Design parking_sensor_conditioner, sky130hd; sources not shown.
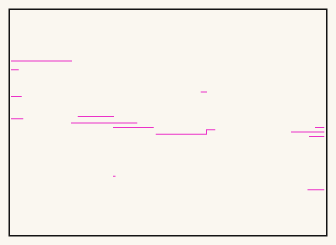
*M3 wires, run 1*
wire length on this layer	113 um
longest straight run	20.0 um
main direction	horizontal
share of all routed wire	4.6%
DR vias: 1037
Post-Route WL: 2.43 mm

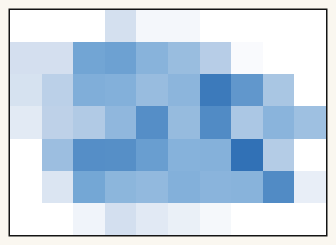
*Local utilization, run 1*
The die is cut into 10 by 7 equal tiles; white is low, dark blue is high, 0 to 100% covered.
nearly empty tiles	26%
emptiest ninth of the die	upper right
fullest tile	74%
mean over tiles	27%
densest ninth of the die	center
core box area: 5780 um2
Init Core Util: 26.1%
fin util: 33.1%

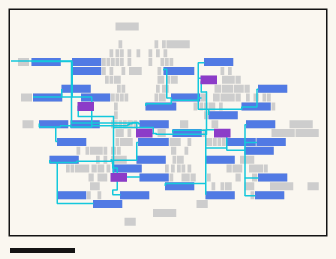
*Clock distribution, run 1*
The bar under the picture is 20 um long.
[cyan] clock wires | length: 492 um
[blue] flip-flops | count: 35
[purple] clock-net drivers | count: 5
routed clock nets	6
clock power share: 38.4%
clk latency late pin: 0.29 ns

==> flow_summary.json, run 1 <==
{
  "clock_skew_ns": 0.00550,
  "period_used_pct": 91.7,
  "p_leak_nw": 0.919,
  "status": "finished, final reports clean",
  "synth.ff_latch_count": 35,
  "yosys.stat.chipArea_um2": 1510,
  "yosys.stat.seqShare_pct": 58.0,
  "common_cells": "nand2_1, dfrtp_1, nor2_1, inv_1",
  "grt_pass1_wl_mm": 4.45,
  "timing.max_cap.violations": 0,
  "top_cell_area_share_pct": 58.0,
  "yosys-top-cells-area": "dfrtp_1, nand2_1, nor2_1",
  "place_worst_setup_slack_ns": 0.272,
  "setup_viol": 0,
  "syn_avg_cell_area_um2": 9.31,
  "syn-num-nets": 172,
  "hp-class": "reg -> reg",
  "cp-end-kind": "output port",
  "syn_inst": 162,
  "fmax_mhz": 682,
  "clk_pin_slew_ns": 0.07,
  "wire_per_inst_um": 9.40,
  "r2r_cells": 7,
  "ir_drop_uv": 314,
  "cp-start-kind": "flip-flop",
  "yosys_most_used_dff": "dfrtp_1",
  "reg2reg_slack_ns": 0.25,
  "htree_levels": 2,
  "cp_data_arrival_time_ns": 1.15,
  "ant_nets": 0,
  "crit_fanout": 2,
  "power_density_nw_per_um2": 885,
  "slew_violations": 0,
  "drc_errors": 0,
  "via_per_inst": 4.00,
  "critPathKind": "reg -> out",
  "grt_pass1_vias": 952,
  "synth_cell_type_count": 23,
  "fin_ws_ns": 0.133,
  "cts_inserted_buffers": 5,
  "edf_count": 0,
  "fillers": 590,
  "clock-root-buffer": "clkbuf_8",
  "antenna_cells": 0,
  "num_io_pins": 13,
  "cp.required_ns": 1.28,
  "top_cell": "nand2_1",
  "clk_path_buf_depth": 2,
  "synthArstFlopShare_pct": 100,
  "tightestPinTransition_ns": 0.237,
  "die_h_um": 69,
  "drtIter0Drc": 30,
  "final_nets": 194,
  "rsz0062_at_grt": "false",
  "ys_warn_count": 0,
  "holdPathStages": 0,
  "fin_crit_ns": 1.47,
  "die_area_um2": 6680,
  "cts_sinks": 35,
  "gr-total-overflow": 0,
  "fp.dieW_um": 96.9,
  "rows": 23,
  "gp_congestion": 0.792,
  "finalHoldViolations": 0
}
-- run 1: area by class of cell --
type	instances	area, um2	share of cell area, %
inverter	17	66.3	3.46
tap	75	93.8	4.90
clock buffer	6	82.6	4.31
timing repair buffer	15	215	11.2
multi-input combinational	110	572	29.9
clock inverter	1	5.00	0.261
sequential	35	880	45.9
-- run 1: routing by layer --
layer / vias to the layer above / GRT usage [%] / wire length (um)
met2: 14 / 10.6 / 958
li1: 551 / - / -
met1: 465 / 12.1 / 1310
met3: 7 / 3.45 / 112
met4: 0 / 3.76 / 48
met5: - / 0 / 0
-- run 1: worst max-delay path, cell delays in order, from the launching register on --
cell     delay, ns
dfrtp_1       0.39
nor3_2        0.18
nand2_1       0.11
buf_12        0.18
-- run 1: per-stage QoR --
| stage | instance area [um2] | power (mW) | utilization (%) | hold slack (ns) | cells |
|---|---|---|---|---|---|
| 3_3_place_gp | 1810 | 1.06 | 31.2 | 0.332 | 250 |
| 2_1_floorplan | 1510 | 1.00 | - | 0.0244 | 162 |
| 4_1_cts | 1900 | 1.72 | 32.8 | 0.352 | 257 |
| 5_1_grt | 1910 | 1.78 | 33.1 | 0.360 | 259 |
| 6_report | 1910 | 1.69 | 33.1 | 0.351 | 259 |
| 3_5_place_dp | 1810 | 1.06 | 31.2 | 0.336 | 250 |
-- run 1: cell usage in the layout, fill, tap and decap left out --
cell type and instances:
nand3_2 1, inv_4 1, o21ai_0 1, clkbuf_8 6
nor2_2 3, clkinv_2 1, xnor2_1 3, dfrtp_2 3
a22oi_1 2, nand2_2 2, or2_1 2, nand2_4 1
clkdlybuf4s50_1 6, o21ai_1 3, nor3b_2 1, nor3_2 1
dfrtp_1 32, ha_1 3, nand3_1 6, xor2_1 2
nor3_1 1, nand2_1 48, nor2_1 19, buf_4 2
nor2_4 3, nand4_1 6, buf_12 7, a21oi_1 2
inv_2 4, inv_1 12
-- run 1: where the power goes --
part | internal [mW] | switching (mW)
registers | 0.907 | 0.0167
clock network | 0.338 | 0.313
logic | 0.0491 | 0.0713
-- run 1: what timing repair did --
action | CTS | global route
buffers inserted | 0 | 2
gates cloned | 0 | 0
hold buffers | 0 | 0
endpoints found under the hold margin | 0 | 0
endpoints found under the setup margin | 1 | 1
gates resized | 1 | 1
pin swaps | 1 | 1
-- run 1: kinds of logic (layout without fill, tap and decap cells) --
family                     Yosys count  after routing  synth area share, %
AOI/OAI and AO/OA                    8              8                 2.98
xor gates and xnor gates             5              5                 2.90
adders and majority gates            3              3                 2.49
DFF                                 35             35                 58.0
buffers and inverters               17             39                 4.39
and+or+nand+nor                     94             94                 29.2
==> run 1 -> run 2 <==
--- a/config.mk
+++ b/config.mk
@@ -8,11 +8,9 @@
 export ABC_AREA = 1
 export CAP_MARGIN = 40
 export CORE_ASPECT_RATIO = 0.7
-export CORE_MARGIN = 2
 export CORE_UTILIZATION = 25
-export CTS_CLUSTER_SIZE = 14
 export DETAILED_ROUTE_END_ITERATION = 16
-export PLACE_DENSITY = 0.5
+export PLACE_DENSITY = 0.43
 export SETUP_SLACK_MARGIN = 0.05
 export SYNTH_ARGS = -nofsm -noshare
 export SYNTH_HDL_FRONTEND = slang
==> flow_summary.json, run 2 <==
{
  "mi_logic_area_um2": 572,
  "ys_warn_count": 0,
  "fin_crit_ns": 1.49,
  "intPower_mw": 1.46,
  "crit_fanout": 3,
  "fin_tns_setup_ns": 0,
  "period_used_pct": 93.0,
  "maxSlewHeadroom_pct": 82.6,
  "yosys.stat.seqShare_pct": 58.0,
  "synthArstFlopShare_pct": 100,
  "cts_sinks": 35,
  "switchingPower_mw": 0.409,
  "fillers": 570,
  "insertion_delay_ns": 0.29,
  "grt.met1_usage_pct": 13.0,
  "seqPwrFrac_pct": 49.5,
  "top_cell_area_share_pct": 58.0,
  "clock-root-buffer": "clkbuf_8",
  "cts_inserted_buffers": 5,
  "gp_congestion": 0.718,
  "cts_tree": "yes",
  "cp-start-kind": "flip-flop",
  "p_leak_nw": 0.945,
  "drtIter0Drc": 57,
  "grt_pass1_vias": 1068,
  "via_per_inst": 4.12,
  "die_h_um": 67,
  "ant_nets": 0,
  "tightestPinTransition_ns": 0.261,
  "rsz0062_at_grt": "false",
  "crit_slowest_cell": "dfrtp_1",
  "r2r_cells": 7,
  "ir_drop_uv": 316,
  "num_io_pins": 13,
  "status": "finished, final reports clean",
  "grt_pass1_wl_mm": 4.75,
  "ys_cells": 162,
  "cp-end-kind": "output port",
  "top_cell": "nand2_1",
  "synth.largest_area_cell": "dfrtp_1",
  "drc_errors": 0,
  "io_buffers": 12,
  "clkPwrFrac_pct": 44.0,
  "clk_pin_slew_ns": 0.07,
  "slew_violations": 0,
  "gr-total-overflow": 0,
  "track_usage_pct": 10.2,
  "clk_path_buf_depth": 2,
  "path_cells": "nor3_2 > nand2_1 > buf_12",
  "cp_data_arrival_time_ns": 1.17,
  "final_nets": 196,
  "timing.max_cap.violations": 0,
  "syn_avg_cell_area_um2": 9.31,
  "yosys-top-cells-area": "dfrtp_1, nand2_1, nor2_1",
  "largest_reg_flops": 10,
  "busiest_layer": "met2",
  "hold_slack_ns": 0.351,
  "critPathKind": "reg -> out",
  "yosys.stat.chipArea_um2": 1510,
  "synth_cell_type_count": 23,
  "core_area_um2": 5780,
  "wire_per_inst_um": 10.2,
  "first_pass_iters": 4,
  "common_cells": "nand2_1, dfrtp_1, nor2_1, inv_1",
  "fp.dieW_um": 94.9,
  "clock_skew_ns": 0.00290,
  "reg2reg_slack_ns": 0.23,
  "holdPathStages": 0,
  "rows": 23,
  "setup_viol": 0,
  "syn_inst": 162,
  "area_delta_synth_final_pct": 29.8,
  "fmax_mhz": 672,
  "syn-num-nets": 172,
  "hp-class": "reg -> reg",
  "htree_levels": 2,
  "synth.ff_latch_count": 35,
  "edf_count": 0,
  "dp_hpwl_mm": 1.91,
  "grt_antenna_before_repair": 0,
  "finalHoldViolations": 0,
  "syn_area_um2": 1510,
  "pwr-share-comb_pct": 6.6,
  "holdBufCountCts": 0,
  "mostFrequentLayoutCell": "nand2_1",
  "cp.required_ns": 1.28,
  "die_area_um2": 6360,
  "lay_top_cells": "nand2_1, dfrtp_1, nor2_1",
  "swShare_pct": 21.9,
  "seq_area_um2": 878,
  "fp_util_pct": 26.1,
  "use_met2_pct": 14.6,
  "max_stage_delay_ns": 0.40,
  "antenna_cells": 0,
  "power_density_nw_per_um2": 955,
  "layout-drive-gt1-share_pct": 20.3,
  "warning_count": 26,
  "yosys_most_used_dff": "dfrtp_1",
  "grt_max_degree": 36
}
## run 2: cell counts after synthesis
No cell type changed its count.
## run 2: final cells by class
type	count	area share, %
clock buffers	6	4.22
well taps	75	4.79
repair buffers	17	11.8
clock inverters	2	1.79
multi-input cells	110	29.2
flip-flops and latches	35	44.9
inverters	17	3.39
## run 2: critical path, delay by kind of cell (launching register included)
kind | cells | cell delay (ns)
flip-flops | 1 | 0.40
AND/OR/NAND/NOR | 2 | 0.30
buffers and inverters | 1 | 0.18
## run 2: through the flow
stage | instance area, um2 | std cells | power, mW | setup WS [ns]
after floorplan | 1510 | 162 | 1.00 | 0.168
after CTS | 1930 | 258 | 1.90 | 0.0633
after global routing | 1960 | 262 | 1.96 | 0.0469
final | 1960 | 262 | 1.87 | 0.113
after global placement | 1810 | 250 | 1.06 | 0.244
after detailed placement | 1810 | 250 | 1.06 | 0.236
## run 2: power by group through the flow
stage               Clock (mW)  Sequential [mW]  Combinational, mW
finish                   0.822            0.925              0.123
global route             0.890            0.929              0.141
CTS                      0.852            0.925              0.122
detailed placement           0            0.943              0.121
global placement             0            0.942              0.118
floorplan                    0            0.938             0.0649
## run 2: what timing repair did
action                     in CTS  in global routing
hold endpoints to repair        0                  0
buffers inserted                0                  4
gates resized                   1                  0
setup endpoints to repair       1                  1
pin swaps                       0                  0
cloned                          0                  0
## run 2: per-layer routing
layer	part of all wire (%)	wire length, um
met5	0	0
met4	2.1	57
met3	4.9	131
met2	42	1120
met1	51	1350
## run 2: cell families after synthesis
family	share of synthesized area (%)
simple gates	29.2
flops	58.0
compound gates	2.98
buf+inv	4.39
xor+xnor	2.90
fa+ha+maj	2.49
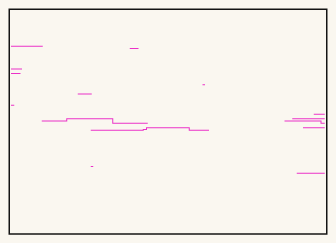
*M3 wires, run 2*
Post-Route WL: 2.66 mm
GR Layer Usage met3: 3.88%
DR vias: 1080

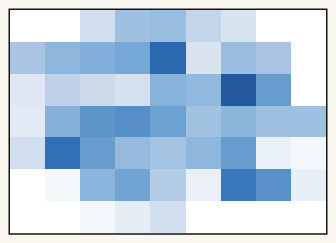
*Local utilization, run 2*
The die is cut into 9 by 7 equal tiles; white is low, dark blue is high, 0 to 100% covered.
mean over tiles	29%
tiles over 75% full	3.2%
fullest tile	83%
fin util: 33.9%

Power figures rest on the tool's default switching activity, not on a simulated workload.
